placed.png
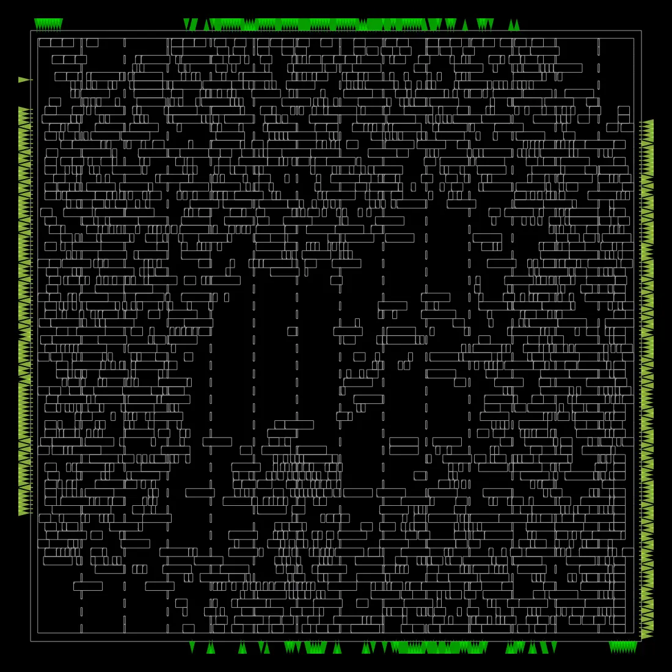
pinout.png
Scale: 2 px per um. Pins as bars across the die edge, other pins in gray.
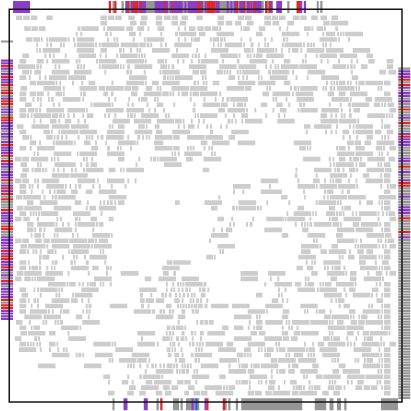
sizing.png
Scale: 2 px per um.
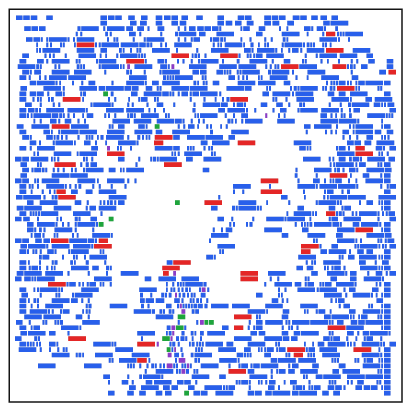
layers.png
Scale: 2 px per um. Two of the layers only.
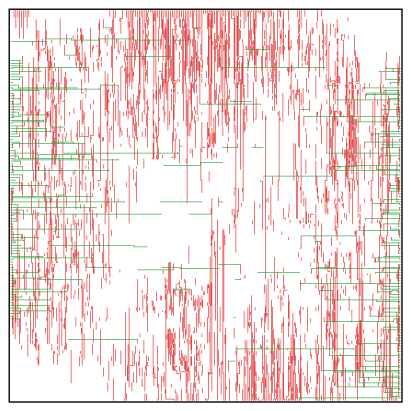
==> config.mk <==
export PLATFORM = sky130hd
export DESIGN_NAME = tea_host_driver
export DESIGN_NICKNAME = d
export VERILOG_FILES = /design/src/rtl/tea_host_driver.sv
export SDC_FILE = /design/constraint.sdc
export NUM_CORES = 1
export LEC_CHECK = 0
export ABC_AREA = 1
export CORE_MARGIN = 2
export CORE_UTILIZATION = 30
export CTS_CLUSTER_SIZE = 16
export DETAILED_ROUTE_END_ITERATION = 10
export PLACE_DENSITY = 0.55
export SYNTH_ARGS = -nofsm -noshare
export SYNTH_HDL_FRONTEND = slang
export SYNTH_SLANG_ARGS = --single-unit
==> constraint.sdc <==
create_clock -name clk -period 11.42 [get_ports clk]
set_input_delay 2.284 -clock clk [delete_from_list [all_inputs] [get_ports clk]]
set_output_delay 2.284 -clock clk [all_outputs]
set_load 0.01 [all_outputs]
==> src/rtl/tea_host_driver.sv <==
// Host-side sequencer for a tea_interface core: loads the key, streams blocks through the
// core and returns results, with stale-ready blanking and a bounded wait for completion.
module tea_host_driver #(
    parameter int BLANK   = 2,
    parameter int TIMEOUT = 64
) (
    input  logic         clk,
    input  logic         reset,
    input  logic [127:0] key_in,
    input  logic         key_load,
    output logic         key_valid,
    input  logic         s_valid,
    output logic         s_ready,
    input  logic [63:0]  s_data,
    input  logic         s_mode,
    output logic         m_valid,
    input  logic         m_ready,
    output logic [63:0]  m_data,
    output logic         err_timeout,
    output logic [63:0]  tea_in,
    output logic         tea_mode,
    output logic         tea_reset,
    output logic         tea_write,
    input  logic [63:0]  tea_out,
    input  logic         tea_out_ready
);
    localparam int CNT_W = $clog2((BLANK > TIMEOUT ? BLANK : TIMEOUT) + 1);
    localparam logic [CNT_W-1:0] BLANK_LAST   = CNT_W'(BLANK - 1);
    localparam logic [CNT_W-1:0] TIMEOUT_LAST = CNT_W'(TIMEOUT - 1);

    typedef enum logic [2:0] {
        S_IDLE, S_KEY_HI, S_KEY_LO, S_READY, S_WRITE, S_BLANK, S_WAIT, S_HOLD
    } state_t;

    state_t             state_q, state_d;
    logic [CNT_W-1:0]   cnt_q, cnt_d;
    logic [127:0]       key_q, key_d;
    logic               pend_q, pend_d;
    logic [63:0]        blk_q, blk_d;
    logic               mode_q, mode_d;
    logic [63:0]        m_data_q, m_data_d;
    logic               err_q, err_d;
    logic               kv_q, kv_d;
    logic               m_valid_q, m_valid_d;
    logic [63:0]        tea_in_q, tea_in_d;
    logic               tea_mode_q, tea_mode_d;
    logic               tea_reset_q, tea_reset_d;
    logic               tea_write_q, tea_write_d;
    logic               load_now;

    // A new key request always blocks acceptance in the same cycle.
    assign s_ready     = (state_q == S_READY) && !pend_q && !key_load;
    assign key_valid   = kv_q;
    assign err_timeout = err_q;
    assign m_valid     = m_valid_q;
    assign m_data      = m_data_q;
    assign tea_in      = tea_in_q;
    assign tea_mode    = tea_mode_q;
    assign tea_reset   = tea_reset_q;
    assign tea_write   = tea_write_q;

    always_comb begin
        state_d  = state_q;
        cnt_d    = cnt_q;
        key_d    = key_q;
        pend_d   = pend_q;
        blk_d    = blk_q;
        mode_d   = mode_q;
        m_data_d = m_data_q;
        err_d    = err_q;
        kv_d     = kv_q;
        load_now = 1'b0;

        if (key_load) key_d = key_in;

        case (state_q)
            S_IDLE: begin
                if (key_load) load_now = 1'b1;
            end
            S_KEY_HI: begin
                state_d = S_KEY_LO;
                if (key_load) pend_d = 1'b1;
            end
            S_KEY_LO: begin
                state_d = S_READY;
                kv_d    = 1'b1;
                if (key_load) pend_d = 1'b1;
            end
            S_READY: begin
                // A request that arrived while the key was being loaded is served here.
                if (key_load || pend_q) begin
                    load_now = 1'b1;
                end else if (s_valid) begin
                    blk_d   = s_data;
                    mode_d  = s_mode;
                    state_d = S_WRITE;
                end
            end
            S_WRITE: begin
                cnt_d   = '0;
                state_d = (BLANK == 0) ? S_WAIT : S_BLANK;
                if (key_load) pend_d = 1'b1;
            end
            S_BLANK: begin
                if (key_load) pend_d = 1'b1;
                if (cnt_q == BLANK_LAST) begin
                    cnt_d   = '0;
                    state_d = S_WAIT;
                end else begin
                    cnt_d = cnt_q + CNT_W'(1);
                end
            end
            S_WAIT: begin
                if (key_load) pend_d = 1'b1;
                if (tea_out_ready) begin
                    m_data_d = tea_out;
                    state_d  = S_HOLD;
                end else if (cnt_q == TIMEOUT_LAST) begin
                    // Leave the error visible: a queued load is dropped, the host must reload.
                    err_d   = 1'b1;
                    kv_d    = 1'b0;
                    pend_d  = 1'b0;
                    state_d = S_IDLE;
                end else begin
                    cnt_d = cnt_q + CNT_W'(1);
                end
            end
            S_HOLD: begin
                if (m_ready) begin
                    if (pend_q || key_load) load_now = 1'b1;
                    else                    state_d  = S_READY;
                end else if (key_load) begin
                    pend_d = 1'b1;
                end
            end
            default: state_d = S_IDLE;
        endcase

        if (load_now) begin
            state_d = S_KEY_HI;
            err_d   = 1'b0;
            kv_d    = 1'b0;
            pend_d  = 1'b0;
        end

        tea_reset_d = (state_d == S_KEY_HI);
        tea_write_d = (state_d == S_WRITE);
        tea_mode_d  = (state_d inside {S_WRITE, S_BLANK, S_WAIT}) ? mode_d : 1'b0;
        m_valid_d   = (state_d == S_HOLD);
        // The low half uses the key as it was when the high half went out.
        case (state_d)
            S_KEY_HI: tea_in_d = key_d[127:64];
            S_KEY_LO: tea_in_d = key_q[63:0];
            S_WRITE:  tea_in_d = blk_d;
            default:  tea_in_d = '0;
        endcase
    end

    always_ff @(posedge clk or posedge reset) begin
        if (reset) begin
            state_q     <= S_IDLE;
            cnt_q       <= '0;
            key_q       <= '0;
            pend_q      <= 1'b0;
            blk_q       <= '0;
            mode_q      <= 1'b0;
            m_data_q    <= '0;
            err_q       <= 1'b0;
            kv_q        <= 1'b0;
            m_valid_q   <= 1'b0;
            tea_in_q    <= '0;
            tea_mode_q  <= 1'b0;
            tea_reset_q <= 1'b0;
            tea_write_q <= 1'b0;
        end else begin
            state_q     <= state_d;
            cnt_q       <= cnt_d;
            key_q       <= key_d;
            pend_q      <= pend_d;
            blk_q       <= blk_d;
            mode_q      <= mode_d;
            m_data_q    <= m_data_d;
            err_q       <= err_d;
            kv_q        <= kv_d;
            m_valid_q   <= m_valid_d;
            tea_in_q    <= tea_in_d;
            tea_mode_q  <= tea_mode_d;
            tea_reset_q <= tea_reset_d;
            tea_write_q <= tea_write_d;
        end
    end
endmodule

==> results.sh <==
# source this file to load flow results
export IMPL_outcome="completed"
export IMPL_grt_remaining_overflow=0
export IMPL_hp_class="flop to flop"
export IMPL_path_clk_slew_ps=50
export IMPL_first_pass_iters=4
export IMPL_clock_tree_root_cell="clkbuf_16"
export IMPL_avgSynthCellArea_um2=8.50
export IMPL_met2_usage=0.301
export IMPL_yosys_cells=1296
export IMPL_synthAdderAreaFrac=0.00227
export IMPL_gr_usage_met3=0.0653
export IMPL_drc=0
export IMPL_rsz0062_at_grt="no"
export IMPL_synth_warnings=0
export IMPL_maxCapViolCount=0
export IMPL_cp_cell_sequence="buf_4 > nor2_1 > inv_1 > nor3_1 > clkdlybuf4s50_1"
export IMPL_aoi_share=0.00750
export IMPL_drt_initial_drc_count=361
export IMPL_insertion_delay_ps=500
export IMPL_gp_congestion=0.796
export IMPL_critPathCaptureType="output port"
export IMPL_muxShareOfSynthArea=0
export IMPL_finalHoldViolations=0
export IMPL_met1_usage=0.231
export IMPL_tool_warnings=31
export IMPL_clock_path_buffers=3
export IMPL_cts_htree_levels=2
export IMPL_layout_drive_gt1_share=0.0483
export IMPL_powerDensity_nw_per_um2=216
export IMPL_netlist_area_um2=11000
export IMPL_viasPerCell=4.39
export IMPL_dpl_hpwl_mm=24.0
export IMPL_cp_required_ps=9140
export IMPL_worst_setup_path_type="primary input to output port"
export IMPL_ys_seq_elements=274
export IMPL_antenna_found_initial=8
export IMPL_cts_resized_gates=0
export IMPL_logic_family="simple AND/OR/NAND/NOR gates"
export IMPL_cts_tree="built"
export IMPL_grt_max_degree=141
export IMPL_fp_utilization=0.303
export IMPL_grt_pass1_wl_mm=54.9
export IMPL_max_stage_delay_ps=570
export IMPL_fmax_mhz=165
export IMPL_dp_cells=2105
export IMPL_top_usage_layer="met2"
export IMPL_max_slew_margin=0.232
export IMPL_setup_viol=0
export IMPL_synth_cell_type_count=30
export IMPL_die_area_um2=38300
export IMPL_report_final_slew_viol_count=0
export IMPL_period_used=0.531
export IMPL_p_leak_nw=8.08
export IMPL_skew_ps=22.5
export IMPL_place_ws_ps=5310
export IMPL_ys_sh_simple=0.324
export IMPL_cp_start_kind="primary input"
export IMPL_timing_setup_tns_ps=0
export IMPL_layout_min_cycle_time_ps=6060
export IMPL_netlist_instances=1296
export IMPL_synthesis_nets=1561
export IMPL_ir_drop_v=0.0000744
export IMPL_cts_made_buffers=34
export IMPL_drt_total_wl_mm=35.6
export IMPL_arrival_ps=3780
export IMPL_drtAntennaViolNets=0
export IMPL_path_max_fanout=63
export IMPL_synth_seq_share=0.622
export IMPL_hold_buffers=0
## Picture notes: placed.png
# fillers: 3586
CORE AREA: 36300 um2
fin cells: 2168

## Picture notes: pinout.png
Blue is s_mode, pins 1, direction input, edge bottom. Purple is key_in, pins 128, direction input, edge 53 top, 48 left, 21 right, 6 bottom. Red is s_data, pins 64, direction input, edge 27 left, 24 top, 10 right, 3 bottom.
All pins by edge: 122 right, 102 top, 97 left, 77 bottom.
port bufs: 397
die width: 196 um
Die Y: 196 um

## Picture notes: sizing.png
Green is x3 and x4, cells 12. Purple is x2, cells 20. Blue is x1 and smaller, cells 1614. Red is x6 and larger, cells 50.
Setup WS post-layout: 5360 ps
Area Growth Syn to Fin: 49.3%
Design Area, Final: 16400 um2

## Picture notes: layers.png
Green is M3, wire length 3180 um. Red is M2, wire length 16700 um.
Tot GR Track Use: 0.184
via count: 9515

==> Yosys cell counts (all sizes together) <==
| cell | instances | area share |
|---|---|---|
| nor3 | 1 | 0.00045 |
| nand3 | 78 | 0.036 |
| inv | 28 | 0.0098 |
| clkbuf | 24 | 0.0082 |
| nand2 | 809 | 0.28 |
| o21ai | 6 | 0.0031 |
| xor2 | 3 | 0.0024 |
| nand3b | 1 | 0.00068 |
| o22ai | 1 | 0.00057 |
| buf | 39 | 0.023 |
| dfrtp | 274 | 0.62 |
| o211ai | 2 | 0.0014 |
| or2 | 1 | 0.00057 |
| ha | 2 | 0.0023 |
| a21boi | 1 | 0.00068 |
| nand4 | 4 | 0.0023 |
| a21oi | 4 | 0.0018 |
| nor2 | 18 | 0.0080 |
==> layout make-up <==
type	instances	area (um2)
Fill cell	3586	19900
Sequential cell	274	6860
Timing Repair Buffer	404	4040
Multi-Input combinational cell	931	3710
Clock buffer	52	1040
Tap cell	468	586
Inverter	28	118
Clock inverter	7	88.8
Antenna cell	4	10.0
==> cell usage in the layout, fill, tap and decap left out, drive strengths merged, types with 2 or more instances in the layout <==
cell	instances
a21oi	4
buf	8
bufinv	2
clkbuf	52
clkdlybuf4s50	396
clkinv	4
dfrtp	274
diode	4
ha	2
inv	29
nand2	809
nand3	78
nand4	4
nor2	18
o211ai	2
o21ai	6
xor2	3
==> cells by family after synthesis <==
kind of cell | Yosys count
buf+inv | 91
xor+xnor | 3
simple gates | 912
fa+ha+maj | 2
flops | 274
compound gates | 14
==> where the power goes <==
group	leakage, nW	internal (mW)	total, mW	switching [mW]
clock network	0.560	0.670	1.08	0.405
registers	3.49	1.23	1.34	0.119
logic	4.03	0.566	1.14	0.575
==> through the flow <==
| step | power (mW) | instance area (um2) | hold WS (ps) | utilization |
|---|---|---|---|---|
| after floorplan | 1.87 | 11000 | 438 | - |
| after global placement | 2.51 | 15300 | 451 | 0.421 |
| after detailed placement | 2.53 | 15300 | 455 | 0.421 |
| after CTS | 3.62 | 16400 | 469 | 0.452 |
| after global routing | 3.78 | 16400 | 486 | 0.452 |
| final | 3.56 | 16400 | 466 | 0.452 |
==> worst max-delay path: cells and delay by family <==
family | cells | cell delay, ps
buf+inv | 3 | 970
simple gates | 2 | 520
==> final timing paths <==
kind | to | depth (start not counted) | from | slack (ps)
max in group asynchronous | tea_write | 3 | reset | 7630
max | s_ready | 5 | key_load | 5360
min reg2reg | key_q[72] | 2 | key_q[72] | 470
max reg2reg | m_data[45] | 7 | state_q[2] | 8820
min in group asynchronous | m_data[25] | 2 | reset | 2420
min | key_q[72] | 2 | key_q[72] | 470
==> metal layers <==
layer | vias to the layer above | share of wire
li1 | 4725 | -
met4 | 8 | 0.017
met1 | 4435 | 0.42
met3 | 52 | 0.089
met2 | 295 | 0.47
met5 | - | 0.0014
==> state kept, by name, summed over array words and instances (netlist names) <==
name,flops
tea_write,1
err_timeout,1
m_data,64
pend_q,1
m_valid,1
mode_q,1
state_q,3
tea_mode,1
key_q,128
tea_reset,1
cnt_q,7
tea_in,64
key_valid,1
Power is estimated from default activity; no workload was simulated.
